Run 1, clock routing:
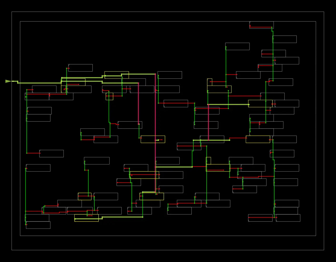
Run 1, routed metal per tile:
The bar under the picture is 20 um long. The die is cut into 24 by 18 equal tiles; dark blue is low, red is high, scaled to the fullest tile. Values are wire area over tile area, all layers added.
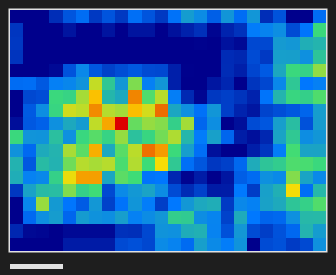
Run 1, metal 1:
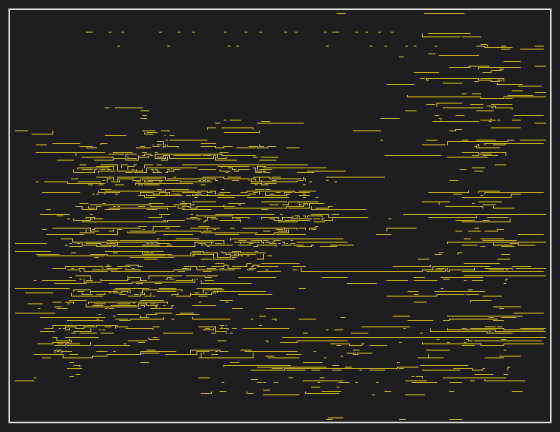
==> config.mk <==
export PLATFORM = sky130hd
export DESIGN_NAME = crf_lite_host_seq_flat
export DESIGN_NICKNAME = d
export VERILOG_FILES = /design/src/rtl/crf_lite_host_seq_if.sv /design/src/rtl/crf_lite_host_seq.sv /design/src/flat_wrapper.sv
export SDC_FILE = /design/constraint.sdc
export NUM_CORES = 1
export LEC_CHECK = 0
export CORE_ASPECT_RATIO = 0.75
export CORE_MARGIN = 3
export CORE_UTILIZATION = 41
export DETAILED_ROUTE_END_ITERATION = 7
export PLACE_DENSITY = 0.81
export SETUP_SLACK_MARGIN = 0.1
export SLEW_MARGIN = 20
export SYNTH_ARGS = -nofsm -noshare
export SYNTH_HDL_FRONTEND = slang
export SYNTH_SLANG_ARGS = --single-unit
export TNS_END_PERCENT = 1
==> constraint.sdc <==
create_clock -name clk -period 2.37 [get_ports clk]
set_input_delay 0.711 -clock clk [delete_from_list [all_inputs] [get_ports clk]]
set_output_delay 0.711 -clock clk [all_outputs]
set_load 0.02 [all_outputs]
==> impl_metrics.yaml, run 1 <==
# flow metrics
floorplan:
  dieArea_mm2: 0.0108
  pin_count: 193
  core_area_mm2: 0.00920
  rows: 30
  dieWidth_um: 119
layout:
  drive_above_1_share: 0.149
  antenna_cells: 0
  postLayoutCellArea_mm2: 0.00494
  largest_register_ffs: 32
  synthToLayoutAreaGrowth_pct: 25.8
  nets: 537
synthesis:
  synth.cellmix.simpleShare: 0.120
  synthCells: 392
  ys_sh_adder: 0.00319
  synth_top_cell_by_area: "dfrtp_1"
  ys_dominant_reg_cell: "dfrtp_1"
  syn_area_mm2: 0.00393
  synthTopLogicFamily: "buffers and inverters"
  most_common_cell: "buf_4"
  mux_area_frac: 0.0969
  ys_seq_frac: 0.434
  ys_cells: 392
setup_path:
  worstPathMaxFanout: 6
  rr_worst_depth: 6
  worstSetupStartpointType: "register"
  critPathKind: "register to output port"
  cp.required_ns: 1.66
timing:
  hold_viol: 0
  drv_slew: 0
  clock.fmax_mhz: 462
  final.setup.tns_ns: 0
  finalClockPeriodUsage: 0.913
  setup_viol: 0
  period_minus_slack_ns: 2.16
  rsz0062_at_grt: "false"
cts:
  htree_levels: 3
  post_cts_buffers: 0
  clk_path_buf_depth: 2
place:
  numPortBuffers: 88
  post-dp-hpwl_um: 6550
grt:
  grt_pass1_vias: 2694
  grt_max_degree: 69
  grt_pass1_wl_um: 13600
  overflow: 0
routing:
  drc: 0
run_status:
  status: "completed"
run:
  drv_cap: 0
power:
  leakagePower_uw: 0.00229
Back to the opening pictures, 'clock routing':
worst skew pair latency: 0.33 ns
cts bufs inserted: 9
# clock sinks: 68
registers: 68
Clock Skew: 0.00607 ns

Back to the opening pictures, 'routed metal per tile':
- fullest tile: 0.48
- nearly empty tiles: 18%
- tiles over half the peak: 13%
- densest ninth of the die: center
Tot GR Track Use: 0.155
routed vias: 2,869
DR WL/cell: 13.5 um

Back to the opening pictures, 'metal 1':
- nets with wire on the layer: 431
- wire length on this layer: 3,710 um
- longest straight run: 58.0 um
- main direction: horizontal
- share of all routed wire: 44%
Detailed Route WL: 8400 um
GR Util met1: 0.206

[run 1: timing repair]
action	4_1_cts	5_1_grt
resized	4	1
endpoints found under the setup margin	2	5
pin swaps	0	0
[run 1: cell usage in the layout, fill, tap and decap left out, types with 2 or more instances in the layout]
cell,n
a31o_2,2
conb_1,104
and3_1,4
nand3b_1,2
dfrtp_2,2
mux2i_1,2
buf_12,2
dfrtp_1,66
clkbuf_16,9
nor2_1,17
a21o_1,2
a41oi_1,2
dlygate4sd2_1,2
nand3_1,10
nor3_1,6
and3b_1,2
a21oi_1,8
o31ai_1,7
clkdlybuf4s50_1,85
nand4_1,5
a31oi_1,12
buf_4,15
a32oi_1,2
o21ai_0,31
mux2_2,32
or3_1,3
nand2_1,24
a32o_1,2
o21a_1,2
nand2b_1,3
inv_1,6
clkinv_2,3
[run 1: through the flow]
stage          hold slack (ns)  power [uW]   util  cells  worst slack, ns
2_1_floorplan            0.415        3200      -    494            0.384
3_3_place_gp             0.454        4010  0.505    608           0.0582
3_5_place_dp             0.466        4090  0.505    608          -0.0305
4_1_cts                  0.408        5410  0.537    623            0.191
5_1_grt                  0.417        5650  0.537    623            0.141
6_report                 0.383        5340  0.537    623            0.207
[run 1: logic make-up after synthesis]
kind of cell               Yosys count
AOI/OAI and AO/OA                   76
adders and majority gates            1
buffers and inverters              125
DFF                                 68
muxes                               34
other                                2
and+or+nand+nor                     86
[run 1: metal layers]
layer  vias up  global-route usage  part of all wire
li1       1365                   -                 -
met1      1366               0.206              0.44
met2       130               0.237              0.47
met3         8              0.0557             0.080
met4         0              0.0501            0.0088
met5         -                   0                 0
[run 1: report_power, final]
part	leakage, uW	switching (uW)	internal, uW
logic	0.00128	1160	1090
registers	0.000857	251	1550
clock network	0.000144	456	829
total	0.00229	1870	3470
[run 1: cell type report]
| cell class | instances | area, um2 |
|---|---|---|
| Clock inverter | 5 | 52.6 |
| Fill cell | 843 | 4260 |
| Sequential cell | 68 | 1700 |
| Clock buffer | 10 | 239 |
| Multi-Input combinational cell | 301 | 1730 |
| Timing Repair Buffer | 105 | 1030 |
| Tap cell | 128 | 160 |
| Inverter | 6 | 22.5 |
[run 1: critical path, stage by stage, from the launching register on]
cell           delay (ns)
dfrtp_1              0.43
and3b_1              0.34
dlygate4sd2_1        0.36
Run 1, placement by cell class:
Fill, decap, tap and diode cells in gray.
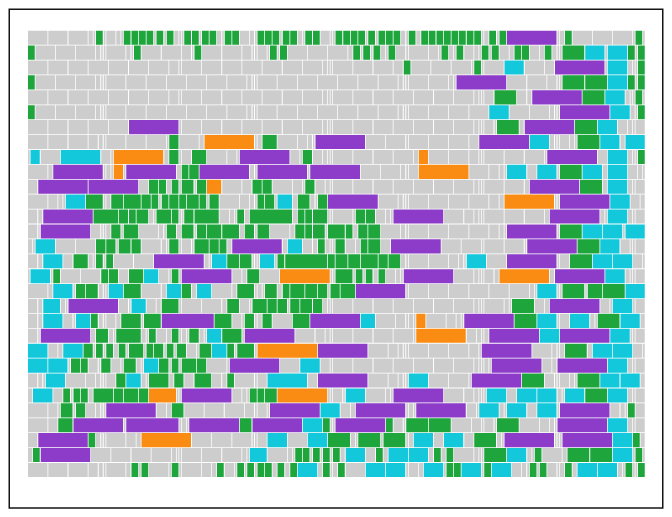

==> inputs of run 2 (changes only) <==
Settings changed: ABC_AREA from default to 1, CORE_UTILIZATION 41 to 42.
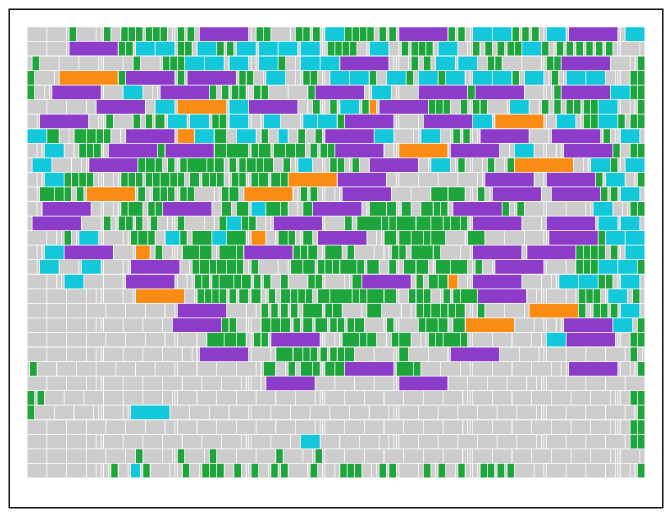
Run 2: placement by cell class
Fill, decap, tap and diode cells in gray.
- clock drivers and dummy loads: orange (cells 16)
- remaining buffers and delay cells: cyan (cells 95)
- sequential cells: purple (cells 68)
- combinational and other logic: green (cells 468)
final core utilization: 0.532
FP Rows: 31
Seq area share: 0.329
final instance area: 0.00518 mm2

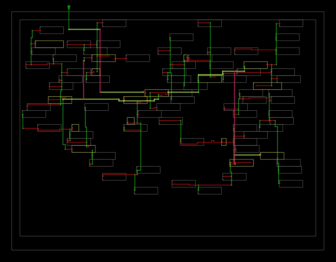
Run 2: clock routing
P_clk: 1410 uW
clock buffers: 10

==> impl_metrics.yaml, run 2 <==
# flow metrics
floorplan:
  dieWidth_um: 122
  dieArea_mm2: 0.0113
  core_area_mm2: 0.00974
  pin_count: 193
setup_path:
  critPathKind: "register to output port"
  path_common_cell: "inv_1"
  cpPeakStageDelay_ns: 0.41
  cp_cell_sequence: "inv_1 > nand3_2 > inv_1 > dlygate4sd2_1"
  worstSetupStartpointType: "register"
run_status:
  status: "completed"
layout:
  comb_area_mm2: 0.00192
  antenna_cells: 0
timing:
  drv_slew: 0
  clock.fmax_mhz: 460
  final.setup.tns_ns: 0
  hold_viol: 0
  rsz0062_at_grt: "true"
grt:
  overflow: 0
  grt_pass1_wl_um: 14700
power:
  leakagePower_uw: 0.00258
synthesis:
  synthCells: 549
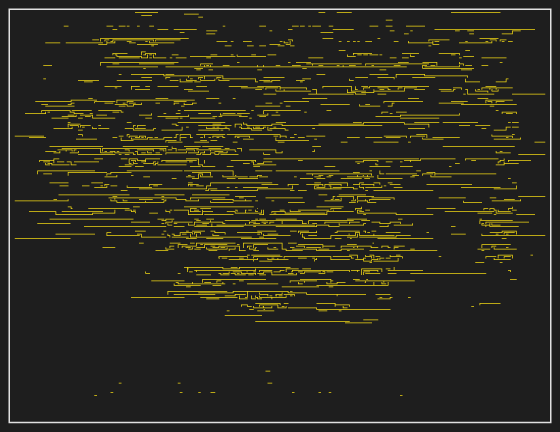
Run 2: metal 1
- nets with wire on the layer: 562
- share of all routed wire: 43%
- wire length on this layer: 3,900 um
GR Util met1: 0.214
Detailed Route WL: 9050 um
routed vias: 3,434

==> run 2: netlist changes by cell type after synthesis, moves of 6 or more <==
cell | previous run | this run
o31ai_1 | 7 | 1
inv_1 | 6 | 34
o21ai_0 | 31 | 3
nor2_2 | 0 | 6
buf_2 | 10 | 4
a31oi_1 | 12 | 0
o21ai_2 | 0 | 15
nor2_1 | 17 | 26
nand3_1 | 10 | 35
mux2_2 | 32 | 0
nand2_2 | 0 | 6
or2_2 | 0 | 7
nand2_1 | 24 | 192
==> run 2: cell families after synthesis <==
group,after synthesis
and+or+nand+nor,292
buffers and inverters,152
DFF,68
AOI/OAI and AO/OA,33
other,2
xor gates and xnor gates,1
adders and majority gates,1
==> run 2: cell type report <==
class                           instances  share of cell area
Inverter                               37              0.0268
Clock inverter                          6              0.0172
Clock buffer                           10              0.0442
Sequential cell                        68               0.329
Multi-Input combinational cell        431               0.371
Timing Repair Buffer                   95               0.181
Tap cell                              132              0.0319
==> run 2: through the flow <==
step / hold WS, ns / area [um2] / power, uW / utilization / cells
after global routing: 0.425 / 5180 / 5690 / 0.532 / 779
after floorplan: 0.415 / 4610 / 3160 / - / 651
after CTS: 0.419 / 5180 / 5390 / 0.532 / 779
after global placement: 0.452 / 4870 / 3900 / 0.500 / 763
final: 0.402 / 5180 / 5340 / 0.532 / 779
after detailed placement: 0.458 / 4870 / 3960 / 0.500 / 763
==> run 2: per-layer routing <==
metal | up-vias | wire (um) | GRT usage
met5 | - | 0 | 0
met4 | 0 | 102 | 0.0494
met3 | 9 | 610 | 0.0415
met2 | 117 | 4430 | 0.257
met1 | 1612 | 3900 | 0.214
li1 | 1696 | - | -
==> run 2: repair_timing <==
item                                    in CTS  in global routing
endpoints found under the hold margin        0                  0
gates resized                                2                  2
endpoints found under the setup margin       2                  2
==> run 2: report_power, final <==
| group | switching, uW | internal, uW |
|---|---|---|
| clock | 487 | 920 |
| combinational | 1320 | 872 |
| sequential | 221 | 1520 |
| total | 2030 | 3310 |
Power is estimated from default activity; no workload was simulated.
